`config.mk`:
```
export PLATFORM = sky130hd
export DESIGN_NAME = instr_fetch
export DESIGN_NICKNAME = d
export VERILOG_FILES = /design/src/rtl/instr_pkg.sv /design/src/rtl/program_counter.sv /design/src/rtl/instr_fetch.sv
export SDC_FILE = /design/constraint.sdc
export NUM_CORES = 1
export LEC_CHECK = 0
export CAP_MARGIN = 25
export CORE_MARGIN = 2
export CORE_UTILIZATION = 25
export DETAILED_ROUTE_END_ITERATION = 6
export PLACE_DENSITY_LB_ADDON = 0.2
export SYNTH_ARGS = -nofsm -noshare
export SYNTH_HDL_FRONTEND = slang
export SYNTH_HIERARCHICAL = 1
export SYNTH_SLANG_ARGS = --single-unit
```
`constraint.sdc`:
```
create_clock -name clk -period 2.48 [get_ports clk]
set_clock_uncertainty 0.2 [all_clocks]
set_input_delay 0.496 -clock clk [delete_from_list [all_inputs] [get_ports clk]]
set_output_delay 0.496 -clock clk [all_outputs]
set_load 0.005 [all_outputs]
```
`src/rtl/instr_pkg.sv`:
```
// instr_pkg: shared fetch/decode widths, constants and fetch-state encoding
package instr_pkg;
   localparam int ADDR_W = 7;
   localparam int INSTR_W = 12;
   localparam logic [ADDR_W-1:0] RESET_PC = 7'd0;
   localparam logic [INSTR_W-1:0] HALT_WORD = 12'hFFF;
   typedef enum logic {RUN = 1'b0, HALTED = 1'b1} fetch_state_t;
endpackage

```
`src/rtl/program_counter.sv`:
```
// program_counter: fetch PC with redirect priority over sequential increment
module program_counter
   import instr_pkg::*;
(
   input  logic              clk,
   input  logic              rst,
   input  logic              inc,
   input  logic              redirect,
   input  logic [ADDR_W-1:0] redirect_pc,
   output logic [ADDR_W-1:0] pc
);
   // redirect wins over increment; increment wraps naturally at 2^ADDR_W
   always_ff @(posedge clk)
      pc <= rst ? RESET_PC : redirect ? redirect_pc : inc ? pc + 1'b1 : pc;
endmodule

```
`src/rtl/instr_fetch.sv`:
```
// instr_fetch: PC, instruction register, decode handshake and halt/resume FSM
module instr_fetch
   import instr_pkg::*;
(
   input  logic               clk,
   input  logic               rst,
   output logic [ADDR_W-1:0]  imem_adr,
   input  logic [INSTR_W-1:0] imem_data,
   input  logic               redirect,
   input  logic [ADDR_W-1:0]  redirect_pc,
   input  logic               resume,
   output logic [INSTR_W-1:0] ir_out,
   output logic [ADDR_W-1:0]  ir_pc,
   output logic               ir_valid,
   input  logic               dec_ready,
   output logic               halted
);
   fetch_state_t state, next_state;
   logic [ADDR_W-1:0] pc;
   logic load, accept;
   assign accept = ir_valid && dec_ready;
   assign load = (state == RUN) && !redirect && (!ir_valid || dec_ready);
   assign imem_adr = pc;
   assign halted = (state == HALTED);
   program_counter u_pc (
      .clk         (clk),
      .rst         (rst),
      .inc         (load),
      .redirect    (redirect),
      .redirect_pc (redirect_pc),
      .pc          (pc)
   );
   // fetch state register
   always_ff @(posedge clk)
      state <= rst ? RUN : next_state;
   // resume leaves HALTED; capturing the halt word enters it
   always_comb
      next_state = (state == HALTED && resume) ? RUN :
                   (load && imem_data == HALT_WORD) ? HALTED : state;
   // instruction register: flush on redirect, capture on load, drain on accept
   always_ff @(posedge clk) begin
      if (rst) begin
         ir_out   <= '0;
         ir_pc    <= '0;
         ir_valid <= 1'b0;
      end else if (redirect) begin
         ir_valid <= 1'b0;
      end else if (load) begin
         ir_out   <= imem_data;
         ir_pc    <= pc;
         ir_valid <= 1'b1;
      end else if (accept) begin
         ir_valid <= 1'b0;
      end
   end
endmodule

```
run_1/registers.png
Bar = 20 µm. Other sequential cells in the stronger gray, the rest of the logic in the fainter gray.
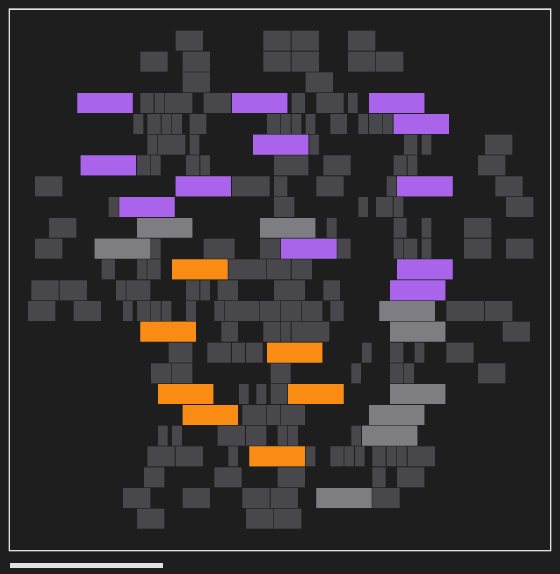
purple -> ir_out  # sequential cells 12
orange -> u_pc/pc  # sequential cells 7
not colored = 9
sequential cell area share: 32.00%
final core occ: 40.51%

run_1/final_placement.png
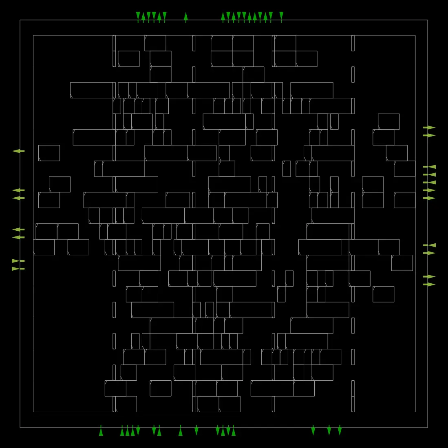
Filler cells: 463
Tap Count: 52
core area: 0.004324 mm²

run_1/wire_density.png
The die is cut into 14 by 14 equal tiles; dark blue is low, red is high, scaled to the fullest tile. Values are wire area over tile area, all layers added.
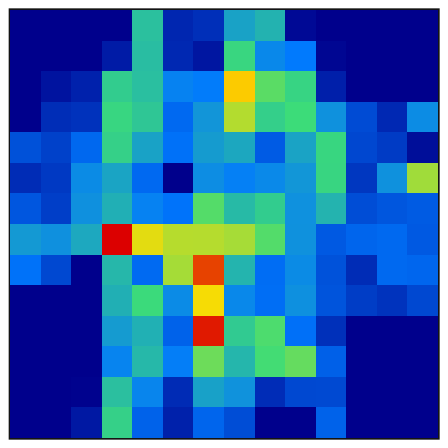
nearly empty tiles = 26%
densest ninth of the die = center
mean over tiles = 0.090

==> run summary, run 1 <==
min-delay worst type -> reg2reg
routability cong. -> 0.7414
I/O Buffers -> 51
Most common reg cell -> dfxtp_1
status -> complete, no violations
FF-to-FF path depth -> 6
clk_lat worst skew -> 0.26 ns
Largest type area fraction -> 50.45%
io pins -> 52
CP Cell Sequence -> clkdlybuf4s50_1 -> nor2b_4 -> or3_4 -> inv_1 -> nand4_1 -> or3_1 -> a311oi_1
Synthesized registers -> 28
Comb pwr share -> 18.5%
Hold Crit Start -> ir_out[0]
clk sinks -> 28
critical path's slowest cell -> clkdlybuf4s50_1
postcts setup bufs -> 0
Cell Pwr Density -> 510.0 mW/mm²
Worst R2R End -> u_pc/pc[5]
Top logic family -> simple AND/OR/NAND/NOR gates
Hold WS -> 0.2573 ns
most common cell in the synthesized netlist -> nand2_1
[run 1: registers in the layout, summed over array words and instances (netlist names)]
name,cells
halted,1
ir_pc,7
ir_out,12
u_pc/pc,7
ir_valid,1
[run 1: worst max-delay path: cells and delay by family]
family,cells,cell delay (ns)
buffers and inverters,2,0.62
AND-OR/OR-AND,1,0.27
AND/OR/NAND/NOR,4,0.87
[run 1: power by group through the flow]
| stage | registers [W] | clock network (W) | logic [W] |
|---|---|---|---|
| CTS | 0.000495 | 0.000248 | 0.000168 |
| detailed placement | 0.000505 | 0 | 0.000167 |
| global placement | 0.000505 | 0 | 0.000165 |
| floorplan | 0.000504 | 0 | 0.0000579 |
| finish | 0.000494 | 0.000234 | 0.000166 |
| global route | 0.000499 | 0.000269 | 0.000181 |
[run 1: per-layer routing]
layer	GRT usage [%]	vias up
met5	0	-
met4	4.403	0
met3	1.567	2
met2	20.55	26
met1	14.84	495
li1	-	570
[run 1: cells in the final DEF (no fill, tap or decap)]
cell,count
clkbuf_8,3
nor2b_1,1
nor2b_4,1
nor4_2,1
xor2_1,4
ha_1,1
inv_1,2
mux2_2,1
dfxtp_1,28
nor2_1,5
nand4_1,5
or3_4,1
buf_4,8
nor3_1,1
a211oi_1,3
clkdlybuf4s50_1,51
o21a_1,1
a21oi_1,22
o21ai_0,2
or3_1,2
a311oi_1,2
nand2_1,45
[run 1: cell type report]
cell class	instances	area, µm²
fillers	463	2572
flip-flops and latches	28	560.5
repair buffers	59	570.5
clock buffers	3	41.29
inverters	2	7.507
multi-input cells	98	506.7
well taps	52	65.06
[run 1: stage by stage]
step / util [%] / setup TNS, ns / power [W]
6_report: 40.51 / 0 / 0.0008933
2_1_floorplan: - / 0 / 0.0005616
3_5_place_dp: 39.55 / -0.09617 / 0.0006724
4_1_cts: 40.51 / 0 / 0.0009111
3_3_place_gp: 39.55 / -0.0005838 / 0.0006697
5_1_grt: 40.51 / 0 / 0.0009487
[run 1: cell families (layout without fill, tap and decap cells)]
family,count (synthesis),in the layout
simple gates,62,62
xor+xnor,4,4
compound gates,30,30
fa+ha+maj,1,1
buf+inv,9,64
flops,28,28
mux,1,1
[run 1: worst max path at each step]
stage / cells after the start / slack (ns) / start / endpoint
6_report: 7 / 0.18 / dec_ready / u_pc/pc[5]
5_1_grt: 7 / 0.09 / dec_ready / u_pc/pc[5]
4_1_cts: 7 / 0.19 / dec_ready / u_pc/pc[5]
3_5_place_dp: 7 / -0.08 / dec_ready / u_pc/pc[5]
3_3_place_gp: 7 / -0.0006 / dec_ready / u_pc/pc[6]
2_1_floorplan: 6 / 0.32 / redirect / u_pc/pc[5]
==> run 2, diff against run 1 <==
--- a/config.mk
+++ b/config.mk
@@ -10,6 +10,7 @@
 export CORE_UTILIZATION = 25
 export DETAILED_ROUTE_END_ITERATION = 6
 export PLACE_DENSITY_LB_ADDON = 0.2
+export SETUP_SLACK_MARGIN = 0.5
 export SYNTH_ARGS = -nofsm -noshare
 export SYNTH_HDL_FRONTEND = slang
 export SYNTH_HIERARCHICAL = 1
run_2/clock_map.png
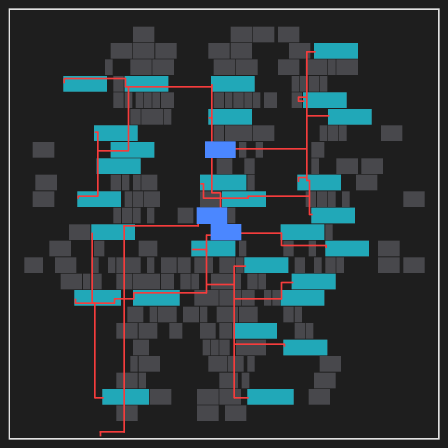
red -> clock wires  # length 350 µm
cyan -> flip-flops  # count 28
blue -> cells driving clock nets  # count 3
routed clock nets = 4
clock power share: 30.1%
clock group power: 0.000285 W

run_2/final_placement.png
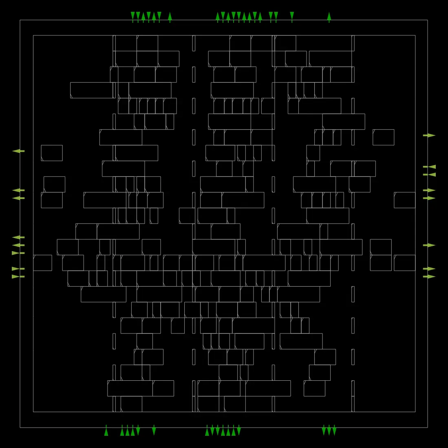
post-route insts no fill: 243
row cnt: 24
final core occ: 40.91%

==> run summary, run 2 <==
io pins -> 52 (unchanged)
Regs by FF count -> ir_out (12), ir_pc (7), u_pc/pc (7)
routability cong. -> 0.8415 (+14%)
sw frac -> 24.12%
CP Cell Sequence -> clkdlybuf4s50_1
kind of cell adding the most delay to the critical path -> buffers and inverters
I/O Buffers -> 51 (unchanged)
Most common reg cell -> dfxtp_1
Cell Pwr Density -> 534.8 mW/mm² (+4.9%)
most frequent logic cells in the routed design -> clkdlybuf4s50_1, nand2_1, dfxtp_1, a21oi_1, buf_4
dominant logic cell type in the layout -> clkdlybuf4s50_1
Filler cells -> 454 (-1.9%)
Synthesized registers -> 28 (unchanged)
Worst R2R End -> u_pc/pc[6]
Critical Path End -> imem_adr[1]
status -> complete, no violations
Comb pwr share -> 17.5% (-1.0 points)
min-delay worst type -> reg2reg
Crit. path cell count -> 1 (-6)
Post-Synthesis Mean Instance Area -> 8.230 µm²
Setup WS post-layout -> 0.5672 ns
Most flops, register -> ir_out
clk sinks -> 28 (unchanged)
most common cell in the synthesized netlist -> nand2_1
critical path's slowest cell -> clkdlybuf4s50_1
Critical Path Start -> u_pc/pc[1]
max reg flops -> 12 (unchanged)
core area -> 0.004324 mm² (unchanged)
Worst Path Buf+Inv -> 1 (-1)
tool warnings -> 27
CTS Hold Bufs -> 0
TNS Setup -> 0 ns (unchanged)
postcts setup bufs -> 0 (unchanged)
run 2: how the worst min path moves through the flow:
stage / from / to / slack, ns / cells after the start
5_1_grt: ir_out[1] / ir_out[1] / 0.28 / 2
3_5_place_dp: ir_out[2] / ir_out[2] / 0.25 / 2
2_1_floorplan: ir_out[0] / ir_out[0] / 0.25 / 2
3_3_place_gp: ir_out[1] / ir_out[1] / 0.25 / 2
6_report: ir_out[1] / ir_out[1] / 0.26 / 2
4_1_cts: ir_out[2] / ir_out[2] / 0.26 / 2
run 2: metal layers:
layer	vias up	global-route usage (%)	routed length, µm
met2	21	21.28	1533
met3	2	1.709	76
met1	519	15.89	1374
li1	564	-	-
met5	-	0	0
met4	0	4.403	34
run 2: power by group through the flow:
stage / Clock, W / Sequential [W] / Combinational, W
final: 0.000285 / 0.000496 / 0.000165
after global routing: 0.000308 / 0.000500 / 0.000182
after CTS: 0.000293 / 0.000495 / 0.000167
after detailed placement: 0 / 0.000505 / 0.000167
after global placement: 0 / 0.000505 / 0.000166
after floorplan: 0 / 0.000504 / 0.0000597
run 2: timing repair:
item | CTS | global route
hold endpoints to repair | 0 | 0
gates resized | 2 | 5
endpoints found under the setup margin | 18 | 5
pin swaps | 1 | 0
run 2: final cells by class:
class                           count  area, µm²  area share [%]
Clock buffer                        4      55.05           3.112
Multi-Input combinational cell     98      506.7           28.64
Inverter                            2      7.507          0.4243
Sequential cell                    28      566.8           32.04
Tap cell                           52      65.06           3.678
Timing Repair Buffer               59      568.0           32.11
run 2: logic make-up (layout without fill, tap and decap cells):
kind of cell               Yosys count  after routing  synth area share [%]
adders and majority gates            1              1                 1.126
buffers and inverters                9             65                 3.941
xor gates and xnor gates             4              4                 3.153
AOI/OAI and AO/OA                   30             30                 15.09
DFF                                 28             28                 50.45
and+or+nand+nor                     62             62                 25.22
muxes                                1              1                 1.013
run 2: worst min-delay path: cells and delay by family (launching register included):
family,cells,cell delay (ns)
AOI/OAI and AO/OA,1,0.05
DFF,1,0.32
and+or+nand+nor,1,0.05
run 2: per-stage QoR:
stage / hold WS (ns) / total power, W / utilization, %
6_report: 0.2579 / 0.0009461 / 40.91
5_1_grt: 0.2801 / 0.0009896 / 40.91
4_1_cts: 0.2632 / 0.0009553 / 40.77
3_5_place_dp: 0.2492 / 0.0006726 / 39.55
3_3_place_gp: 0.2451 / 0.0006706 / 39.55
2_1_floorplan: 0.2527 / 0.0005634 / -
No activity file was given, so power comes from the tool's default toggle rates.
